===== config.mk =====
export PLATFORM = sky130hd
export DESIGN_NAME = vm80a_intc
export DESIGN_NICKNAME = d
export VERILOG_FILES = /design/src/rtl/vm80a_intc.sv
export SDC_FILE = /design/constraint.sdc
export NUM_CORES = 1
export LEC_CHECK = 0
export ABC_AREA = 0
export CAP_MARGIN = 20
export CELL_PAD_IN_SITES_DETAIL_PLACEMENT = 0
export CELL_PAD_IN_SITES_GLOBAL_PLACEMENT = 1
export CORE_ASPECT_RATIO = 0.7
export CORE_MARGIN = 3
export CORE_UTILIZATION = 42
export CTS_CLUSTER_SIZE = 20
export DETAILED_ROUTE_END_ITERATION = 16
export MAX_ROUTING_LAYER = met4
export PLACE_DENSITY_LB_ADDON = 0.1
export REMOVE_ABC_BUFFERS = 1
export SYNTH_ARGS = -nofsm -noshare
export SYNTH_HDL_FRONTEND = slang
export SYNTH_SLANG_ARGS = --single-unit

===== constraint.sdc =====
create_clock -name clk -period 3.1 [get_ports clk]
set_input_delay 0.62 -clock clk [delete_from_list [all_inputs] [get_ports clk]]
set_output_delay 0.62 -clock clk [all_outputs]
set_load 0.02 [all_outputs]

===== src/rtl/vm80a_intc.sv =====
// Eight-input vectored interrupt controller for the VM80A CPU: latches requests,
// applies mask and fixed priority, and supplies RST opcodes during INTA.
module vm80a_intc #(
  parameter logic [7:0] EDGE = 8'hFF
) (
  input  logic       clk,
  input  logic       rst_n,
  input  logic [7:0] irq,
  input  logic       cpu_sync,
  input  logic [7:0] cpu_dout,
  input  logic       cpu_dbin,
  input  logic       cpu_wr_n,
  input  logic       reg_sel,
  input  logic       reg_a,
  output logic       intrq,
  output logic       vec_oe,
  output logic [7:0] vec
);

  typedef enum logic [1:0] {IDLE = 2'b00, ACK = 2'b01, DRIVE = 2'b10} state_t;

  // Lowest set bit: {none, index}; index is 3'b000 when nothing is set.
  function automatic logic [3:0] first_set(input logic [7:0] v);
    logic [3:0] r;
    r = 4'b1000;
    for (int i = 7; i >= 0; i--) begin
      if (v[i]) r = {1'b0, 3'(i)};
      else      r = r;
    end
    return r;
  endfunction

  function automatic logic [7:0] onehot(input logic [2:0] n);
    return 8'h01 << n;
  endfunction

  state_t     state_r, state_nx_s;
  logic [7:0] irq_prev_r, pending_r, isr_r, mask_r, vec_r;
  logic [2:0] idx_r;
  logic       spur_r, intrq_r, vec_oe_r, wr_act_r;

  logic [7:0] req_s, isr_set_s, isr_clr_s, pend_clr_s, pending_nx_s, isr_nx_s, mask_nx_s, vec_nx_s;
  logic [3:0] win_s, isr_top_s;
  logic [2:0] idx_nx_s;
  logic       eligible_s, inta_s, wr_act_s, wr_fire_s, ack_done_s, spur_nx_s;
  logic       intrq_nx_s, vec_oe_nx_s;

  assign req_s      = pending_r & ~mask_r;
  assign win_s      = first_set(req_s);
  assign isr_top_s  = first_set(isr_r);
  // An empty ISR reports index 0 with the none flag set, so the OR covers it.
  assign eligible_s = ~win_s[3] & (isr_top_s[3] | (win_s[2:0] < isr_top_s[2:0]));
  assign inta_s     = cpu_sync & cpu_dout[0];
  assign wr_act_s   = ~cpu_wr_n & reg_sel;
  assign wr_fire_s  = wr_act_s & ~wr_act_r;

  // Acknowledge sequencer next state.
  always_comb begin
    state_nx_s = state_r;
    ack_done_s = 1'b0;
    case (state_r)
      IDLE:    if (inta_s) state_nx_s = ACK; else state_nx_s = IDLE;
      ACK:     if (cpu_dbin) state_nx_s = DRIVE; else state_nx_s = ACK;
      DRIVE: begin
        if (!cpu_dbin) begin
          state_nx_s = IDLE;
          ack_done_s = 1'b1;
        end else begin
          state_nx_s = DRIVE;
        end
      end
      default: state_nx_s = IDLE;
    endcase
  end

  // Pending/ISR/mask updates, latched vector selection and output next values.
  always_comb begin
    isr_set_s = (ack_done_s && !spur_r) ? onehot(idx_r) : 8'h00;
    pend_clr_s = isr_set_s & EDGE;
    isr_clr_s = 8'h00;
    if (wr_fire_s && reg_a) begin
      if (cpu_dout[3])       isr_clr_s = onehot(cpu_dout[2:0]);
      else if (!isr_top_s[3]) isr_clr_s = onehot(isr_top_s[2:0]);
      else                   isr_clr_s = 8'h00;
    end else begin
      isr_clr_s = 8'h00;
    end
    // A fresh edge beats a same-cycle clear; an ISR set beats a same-bit EOI.
    pending_nx_s = (EDGE & ((pending_r & ~pend_clr_s) | (irq & ~irq_prev_r))) | (~EDGE & irq);
    isr_nx_s     = (isr_r & ~isr_clr_s) | isr_set_s;
    mask_nx_s    = (wr_fire_s && !reg_a) ? cpu_dout : mask_r;
    if (state_r == IDLE && inta_s) begin
      idx_nx_s  = win_s[2:0];
      spur_nx_s = ~eligible_s;
    end else begin
      idx_nx_s  = idx_r;
      spur_nx_s = spur_r;
    end
    if (state_nx_s != IDLE) begin
      vec_oe_nx_s = 1'b1;
      vec_nx_s    = spur_nx_s ? 8'hFF : (8'hC7 | {2'b00, idx_nx_s, 3'b000});
    end else if (state_r == IDLE && reg_sel && cpu_dbin) begin
      vec_oe_nx_s = 1'b1;
      vec_nx_s    = reg_a ? pending_r : mask_r;
    end else begin
      vec_oe_nx_s = 1'b0;
      vec_nx_s    = 8'h00;
    end
    intrq_nx_s = eligible_s & (state_r == IDLE) & (state_nx_s == IDLE);
  end

  // State and datapath registers.
  always_ff @(posedge clk or negedge rst_n) begin
    if (!rst_n) begin
      state_r    <= IDLE;
      irq_prev_r <= 8'h00;
      pending_r  <= 8'h00;
      isr_r      <= 8'h00;
      mask_r     <= 8'hFF;
      idx_r      <= 3'd0;
      spur_r     <= 1'b0;
      intrq_r    <= 1'b0;
      vec_oe_r   <= 1'b0;
      vec_r      <= 8'h00;
      wr_act_r   <= 1'b0;
    end else begin
      state_r    <= state_nx_s;
      irq_prev_r <= irq;
      pending_r  <= pending_nx_s;
      isr_r      <= isr_nx_s;
      mask_r     <= mask_nx_s;
      idx_r      <= idx_nx_s;
      spur_r     <= spur_nx_s;
      intrq_r    <= intrq_nx_s;
      vec_oe_r   <= vec_oe_nx_s;
      vec_r      <= vec_nx_s;
      wr_act_r   <= wr_act_s;
    end
  end

  assign intrq  = intrq_r;
  assign vec_oe = vec_oe_r;
  assign vec    = vec_r;

endmodule

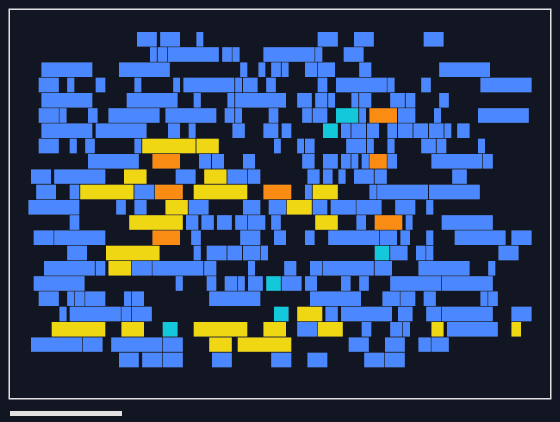
drive_strength.png
The bar under the picture is 20 um long.
[orange] drive 6 and up | cells: 7 | share: 2.6%
[yellow] drive 2 | cells: 23 | share: 8.5%
[cyan] drive 3 to 4 | cells: 6 | share: 2.2%
[blue] drive 1 or less | cells: 235 | share: 87%
Syn-to-layout area delta: 21.15%
final instance area: 0.002895 sq mm
Setup WS post-layout: 0.4869 ns
Plain + repair buffers: 36

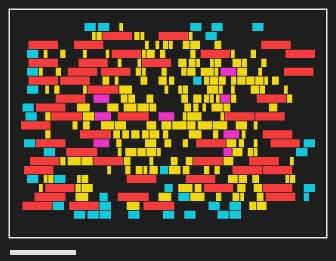
cell_classes.png
The bar under the picture is 20 um long.
[yellow] all other logic | cells: 178 | share of their area: 40%
[cyan] other buffers and delay cells | cells: 36 | share of their area: 12%
[magenta] clock drivers and dummy loads | cells: 8 | share of their area: 3.5%
[red] flops | cells: 49 | share of their area: 44%
row count: 22
core area: 0.005368 sq mm
flop share of the area: 42.70%

==> run_results.csv <==
group,metric,value,unit
grt,grt_pass1_vias,1856,
pwr,powerDensity,770.0,mW/mm^2
pwr,power_sequential,0.000954,W
synthesis,flop_cell,"dfrtp_1",
timing,tightestPinTransition,0.5060,ns
pwr,p_sw,0.0008384,W
route,route.vias.total,1859,
setup_path,r2r_start,"mask_r[4]$_DFFE_PN1P_",
cts,clock_sinks,49,
pwr,clock_power,0.000402,W
timing,fin_skew,0.01133,ns
layout,nMultiInputCombCells,161,
route,dr_wl_met2,2318,um
layout,comb_share,36.65,%
setup_path,r2r_setup_slack,0.49,ns
synthesis,syn_avg_cell_area,10.21,sq um
placed_design,post-place-ws,0.5321,ns
layout,layout.area.comb,0.001061,sq mm
pwr,internal_power,0.001391,W
timing,report.final.slew_viol_count,0,
pwr,total_power,0.002230,W
cts,path_clk_slew,0.10,ns
cts,ctsHoldBuffers,0,
synthesis,simple_gate_share,18.38,%
layout,fin_cells,343,
layout,utilization,53.94,%
floorplanning,die_width,96.16,um
synthesis,ys.warnings.count,0,
grt,grt_use_total,19.17,%
cts,root_buffer,"clkbuf_8",
pwr,power.leakage,1.279,nW
route,drt-total-wl,5676,um
setup_path,worstSetupPathType,"reg -> reg",
setup_path,critPathRequiredTime,3.27,ns
synthesis,area_leaders,"dfrtp_1 43%, dfstp_2 8.8%, o21ai_0 5.2%, mux2_2 4.2%, mux2i_1 3.8%",
pwr,p_clk_share,18.0,%
cts,cts_tree,"yes",
outcome,status,"complete, no violations",
synthesis,mux_share,8.010,%
setup_path,crit-reg2reg-capture,"vec[4]$_DFF_PN0_",
setup_path,arrival,2.79,ns
placed_design,place_hpwl,4338,um
timing,fmaxAchievable,382.7,MHz
synthesis,yosysTopAreaCellShare,42.93,%
timing,hold_violations,0,
route,avgRoutedWirePerCell,16.55,um
layout,register_area,0.001236,sq mm
cts,htree_levels,2,
timing,slew_headroom,65.79,%
grt,grt_overflow,0,
timing,setup_viol_count_final,0,
pwr,comb_power_share,39.2,%
layout,ff_count,49,
synthesis,ys_seq_share,51.73,%
layout,nets,295,
setup_path,critPathMaxFanout,4,
pwr,swShare,37.60,%
route,wl_met3,267,um
timing,fin_crit_sh,84.29,%
timing,period_needed,2.613,ns
placed_design,place_area,0.002796,sq mm
synthesis,yosys.area_share.adder,1.047,%
## sequential cells by signal, indices dropped and copies added, names as in the netlist, 2 cells and up
register,cells
irq_prev_r,8
vec,8
pending_r,8
mask_r,8
isr_r,8
idx_r,3
state_r,2
## metal layers
| layer | up-vias | GRT usage [%] |
|---|---|---|
| li1 | 911 | - |
| met1 | 893 | 31.02 |
| met2 | 50 | 24.64 |
| met3 | 5 | 3.926 |
| met4 | 0 | 3.312 |
| met5 | - | - |
## worst max-delay path, stage by stage (launching register included)
cell and delay (ns):
dfstp_2 0.55, nand2b_1 0.18, o211ai_1 0.12, a311oi_1 0.46, ha_1 0.31, o21a_1 0.19, o22ai_2 0.12, nor3_1 0.09
a211oi_2 0.33, a21oi_1 0.12
Power is estimated from default activity; no workload was simulated.
